===== src/rtl/imem_boot_loader.sv =====
// imem_boot_loader: loads a length-prefixed, checksummed byte stream into instruction memory and releases core reset
module imem_boot_loader #(
  parameter int ADDR_WIDTH = 8
) (
  input  logic                  i_Clk,
  input  logic                  i_Reset,
  input  logic                  i_Rx_Valid,
  input  logic [7:0]            i_Rx_Data,
  output logic                  o_Rx_Ready,
  output logic                  o_IMem_WE,
  output logic [ADDR_WIDTH-1:0] o_IMem_Addr,
  output logic [31:0]           o_IMem_WData,
  output logic                  o_Core_Reset,
  output logic                  o_Done,
  output logic                  o_Error,
  output logic [ADDR_WIDTH:0]   o_Words_Loaded
);
  localparam int LW = ADDR_WIDTH + 1;
  localparam logic [16:0] DEPTH = 17'(2**ADDR_WIDTH);
  typedef enum logic [2:0] {LEN_LO, LEN_HI, DATA, CHECK, DONE, ERROR} state_t;
  state_t state, state_n;
  logic armed;
  logic [7:0] len_lo, sum;
  logic [ADDR_WIDTH:0] len;
  logic [1:0] byte_idx;
  logic [23:0] buffer;
  logic [15:0] n_len;
  logic xfer, last_word;
  assign n_len = {i_Rx_Data, len_lo};
  assign o_Rx_Ready = armed & (state != DONE) & (state != ERROR);
  assign xfer = i_Rx_Valid & o_Rx_Ready;
  assign last_word = (byte_idx == 2'd3) && (o_Words_Loaded + 1'b1 == len);
  assign o_Done = state == DONE;
  assign o_Error = state == ERROR;
  assign o_Core_Reset = ~o_Done;
  always_comb begin
    state_n = state;
    if (xfer)
      case (state)
        LEN_LO:  state_n = LEN_HI;
        LEN_HI:  state_n = {1'b0, n_len} > DEPTH ? ERROR : n_len == 16'd0 ? CHECK : DATA;
        DATA:    state_n = last_word ? CHECK : DATA;
        CHECK:   state_n = 8'(sum + i_Rx_Data) == 8'd0 ? DONE : ERROR;
        default: state_n = state;
      endcase
  end
  always_ff @(posedge i_Clk)
    if (!i_Reset) state <= LEN_LO;
    else state <= state_n;
  always_ff @(posedge i_Clk)
    if (!i_Reset) begin
      armed          <= 1'b0;
      len_lo         <= '0;
      len            <= '0;
      sum            <= '0;
      byte_idx       <= '0;
      buffer         <= '0;
      o_IMem_WE      <= 1'b0;
      o_IMem_Addr    <= '0;
      o_IMem_WData   <= '0;
      o_Words_Loaded <= '0;
    end else begin
      armed     <= 1'b1;
      o_IMem_WE <= 1'b0;
      if (xfer && state == LEN_LO) len_lo <= i_Rx_Data;
      if (xfer && state == LEN_HI) len <= LW'({1'b0, n_len});
      if (xfer && state == DATA) begin
        sum      <= sum + i_Rx_Data;
        byte_idx <= byte_idx + 1'b1;
        buffer   <= {i_Rx_Data, buffer[23:8]};
        if (byte_idx == 2'd3) begin
          o_IMem_WE      <= 1'b1;
          o_IMem_WData   <= {i_Rx_Data, buffer};
          o_IMem_Addr    <= o_Words_Loaded[ADDR_WIDTH-1:0];
          o_Words_Loaded <= o_Words_Loaded + 1'b1;
        end
      end
    end
endmodule


===== config.mk =====
export PLATFORM = sky130hd
export DESIGN_NAME = imem_boot_loader
export DESIGN_NICKNAME = d
export VERILOG_FILES = /design/src/rtl/imem_boot_loader.sv
export SDC_FILE = /design/constraint.sdc
export NUM_CORES = 1
export LEC_CHECK = 0
export CELL_PAD_IN_SITES_DETAIL_PLACEMENT = 1
export CELL_PAD_IN_SITES_GLOBAL_PLACEMENT = 1
export CORE_MARGIN = 10
export CORE_UTILIZATION = 41
export DETAILED_ROUTE_END_ITERATION = 7
export PLACE_DENSITY_LB_ADDON = 0.1
export SKIP_CTS_REPAIR_TIMING = 1
export SLEW_MARGIN = 10
export SYNTH_ARGS = -nofsm -noshare
export SYNTH_HDL_FRONTEND = slang
export SYNTH_SLANG_ARGS = --single-unit

===== constraint.sdc =====
create_clock -name i_Clk -period 2.9 [get_ports i_Clk]
set_clock_uncertainty 0.05 [all_clocks]
set_input_delay 0.435 -clock i_Clk [delete_from_list [all_inputs] [get_ports i_Clk]]
set_output_delay 0.435 -clock i_Clk [all_outputs]
set_load 0.01 [all_outputs]

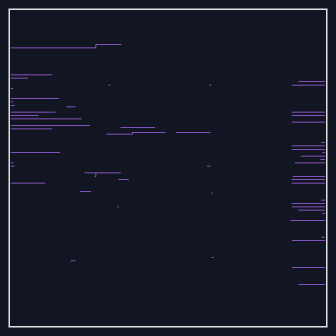
**Above:** the metal 3 layer.
share of all routed wire: 4.5%
nets with wire on the layer: 45
longest straight run: 34.0 um
met3 track demand over resource in global routing: 0.0343
detailed-route via count: 3,790
Detailed Route WL: 12,200 um

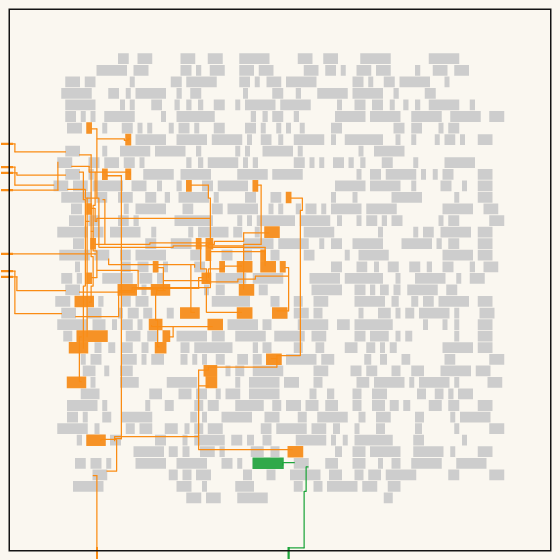
**Above:** I/O nets highlighted.
[orange] i_Rx_Data | bits: 8 | direction: input | end cells: 40 | buffers: 13 | wire: 1,020 um
[green] o_IMem_WE | bits: 1 | direction: output | end cells: 1 | buffers: 1 | wire: 27.2 um
IO buf count: 64
IO Pins: 65

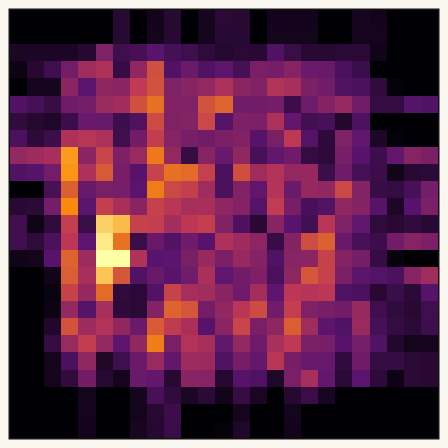
**Above:** signal metal coverage by tile.
25 x 25 tiles, from black (low) to pale yellow (high), scaled to the fullest tile. Values are wire area over tile area, all layers added.
fullest tile: 0.49
tiles over half the peak: 10%
nearly empty tiles: 18%
total track usage: 0.150
routed len/inst: 16.7 um

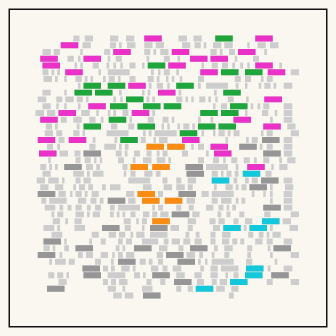
**Above:** register map, names as in the netlist.
Other sequential cells in the stronger gray, the rest of the logic in the fainter gray.
[green] buffer | sequential cells: 24
[orange] len_lo | sequential cells: 8 | where: center
[cyan] o_Words_Loaded | sequential cells: 9
[magenta] o_IMem_WData | sequential cells: 32
not colored: 32
share of cell area taken by flip-flops and latches: 0.369
Flop area: 2100 um2
Sequential Power: 1.46 mW

==> flow_results.org <==
#+TITLE: Flow metrics

** Global routing
- Entering global routing, the biggest net connects around 110 pins.
- Layer with the highest usage :: met2
- The initial antenna violation count is 0.
- Vias in the first global route :: around 4,000
- Grt met2 use :: 0.251
- Global-route wire length before repair :: 20,200 um
- Congestion Overflow GR :: 0

** Worst setup path
- Among all stages on the critical path, the maximum delay recorded is about 0.43 ns.
- Grouping stages by cell kind, the critical path spends the most delay in AND-OR/OR-AND gates.
- Data arrival, critical path :: between 2 and 3 ns
- Critical path's slowest cell :: sky130_fd_sc_hd__clkdlybuf4s50_1
- Capturing point of the worst reg2reg path :: state[0]
- Largest fanout of any net on the critical path :: 2
- The worst register-to-register path depth is 8.
- Last element of the critical path :: state[0]
- Crit Path Category :: in -> reg
- According to the timing report, the data required time at the worst endpoint equals 3.09 ns.

** Place
- Placed cell count :: 718
- Placement-stage cell area :: between 5000 and 6000 um2
- Minimum setup slack after placement :: -0.0628 ns

** Logic synthesis
- Flip-flop and latch count after synthesis :: ~110
- Post-Synthesis Mean Instance Area :: between 8 and 9 um2
- Of the synthesized area, sequential elements account for 0.447.
- Of the post-synthesis cell area, the dominant cell type holds 0.447.
- After technology mapping, the gate count stands at about 530.
- Chip area from the yosys synthesis statistics :: 4700 um2
- Number of library cell types mapped by synthesis :: 49
- Count of synthesis-stage warnings from yosys :: 0
- Asr flop ratio synth :: 0
- The synthesized design spends more area on one cell type than any other, namely sky130_fd_sc_hd__dfxtp_1.
- The net count after synthesis is about 560.
- Main area contributors after synthesis :: sky130_fd_sc_hd__dfxtp_1 (45%), sky130_fd_sc_hd__nand2_1 (12%), sky130_fd_sc_hd__a21boi_0 (8.5%)
- Post-synthesis cell type with the largest instance count :: sky130_fd_sc_hd__nand2_1
- Top cell types by occurrence after synthesis :: sky130_fd_sc_hd__nand2_1 (149), sky130_fd_sc_hd__dfxtp_1 (105), sky130_fd_sc_hd__a21boi_0 (53), sky130_fd_sc_hd__mux2i_1 (22), sky130_fd_sc_hd__nor2b_1 (21)
- Number of enable flip-flop cells :: 0

** Floorplan
- According to the floorplan log, the row count is 39.
- Die extent in y :: ~130 um
- Standard cell core area :: 11,300 um2
- Die area :: about 16,000 um2

** Outcome
- The flow ran to the end, and the final reports show no timing, DRC or antenna violations.

** Cells and area
- Fraction of final layout cells sized beyond drive strength 1 :: 0.0576
- The final report gives the core utilization as 0.503.
- Once layout is complete, the cells apart from fillers number about 730.
- Total number of nets in the final design :: around 610
- Most instantiated logic cells after routing :: sky130_fd_sc_hd__nand2_1 (149), sky130_fd_sc_hd__dfxtp_1 (105), sky130_fd_sc_hd__clkdlybuf4s50_1 (63)
- After routing the design area is between 5000 and 6000 um2.
- Per the run report, area growth between synthesis and finish was 21.2%.
- o_IMem_WData holds more flip-flops than any other register.
- Antenna Cells :: 0

** Power
- Top contributor to total power :: registers
- Power of the clock network :: 1.16 mW
- Power comes to between 2 and 3 mW.
- Power per cell area :: roughly 480 nW/um2
- Of the total power, registers draw 0.530.
- Cell internal power was estimated by the tool at around 2.1 mW.
- The flow reports power dissipated in combinational cells as around 0.14 mW.
- Worst vdd ir :: around 0.28 mV
- Switching power :: about 0.63 mW
- For this design the static power due to leakage is approximately 1.9 nW.

** Final timing
- RSZ-0062 raised after global routing :: false
- The highest clock rate this design can be run at is approximately 380 MHz.
- Share of the cycle needed by the critical path after routing :: 0.901
- The last timing report of the flow puts the setup violation total at 0.
- Measured against its own limit, the worst slew margin works out to 0.416.
- The most critical hold endpoint after final layout shows a slack of 0.404 ns.
- The critical path in the final layout is reported with a setup slack of around 0.29 ns.

** Clock network
- For reference, the clock transition at the flip-flops on the worst setup and hold paths is 0.07 ns.
- CTS tree :: built
- The clock passes through at most 2 buffers.
- Clock latency on the worst-skew pair, taken at its later pin, is 0.34 ns.
- CTS H-tree depth :: 3

** Hold path
- Start point of the worst min-delay path :: o_IMem_WData[10]
- Min-Delay Path Class :: reg -> reg
- Along the worst hold path, the cell count comes to 2.
- Destination of the worst hold path :: o_IMem_WData[10]

** Job
- Number of max-capacitance violations reported :: 0
- OpenROAD emitted warnings numbering 28.

** Drt
- DR DRC count :: 0
- Met3 Routed Length :: about 550 um
area by class of cell:
cell class	count	area, um2
clock buffers	11	243
clock inverters	4	28.8
fillers	1336	5620
inverters	5	18.8
multi-input cells	390	2400
flip-flops and latches	105	2100
well taps	143	179
repair buffers	75	731
cells by family (layout without fill, tap and decap cells):
logic type	after synthesis	count (layout)	synth area share
XOR/XNOR	23	23	0.0429
AND-OR/OR-AND	103	103	0.159
AND/OR/NAND/NOR	232	232	0.231
flip-flops	105	105	0.447
buffers and inverters	39	95	0.0442
adder cells (fa/ha/maj)	10	10	0.0282
multiplexers	22	22	0.0469
worst min-delay path: stages (launching register included):
cell,delay [ns]
sky130_fd_sc_hd__dfxtp_1,0.31
sky130_fd_sc_hd__nand2_1,0.05
sky130_fd_sc_hd__a21boi_1,0.05
Power figures rest on the tool's default switching activity, not on a simulated workload.
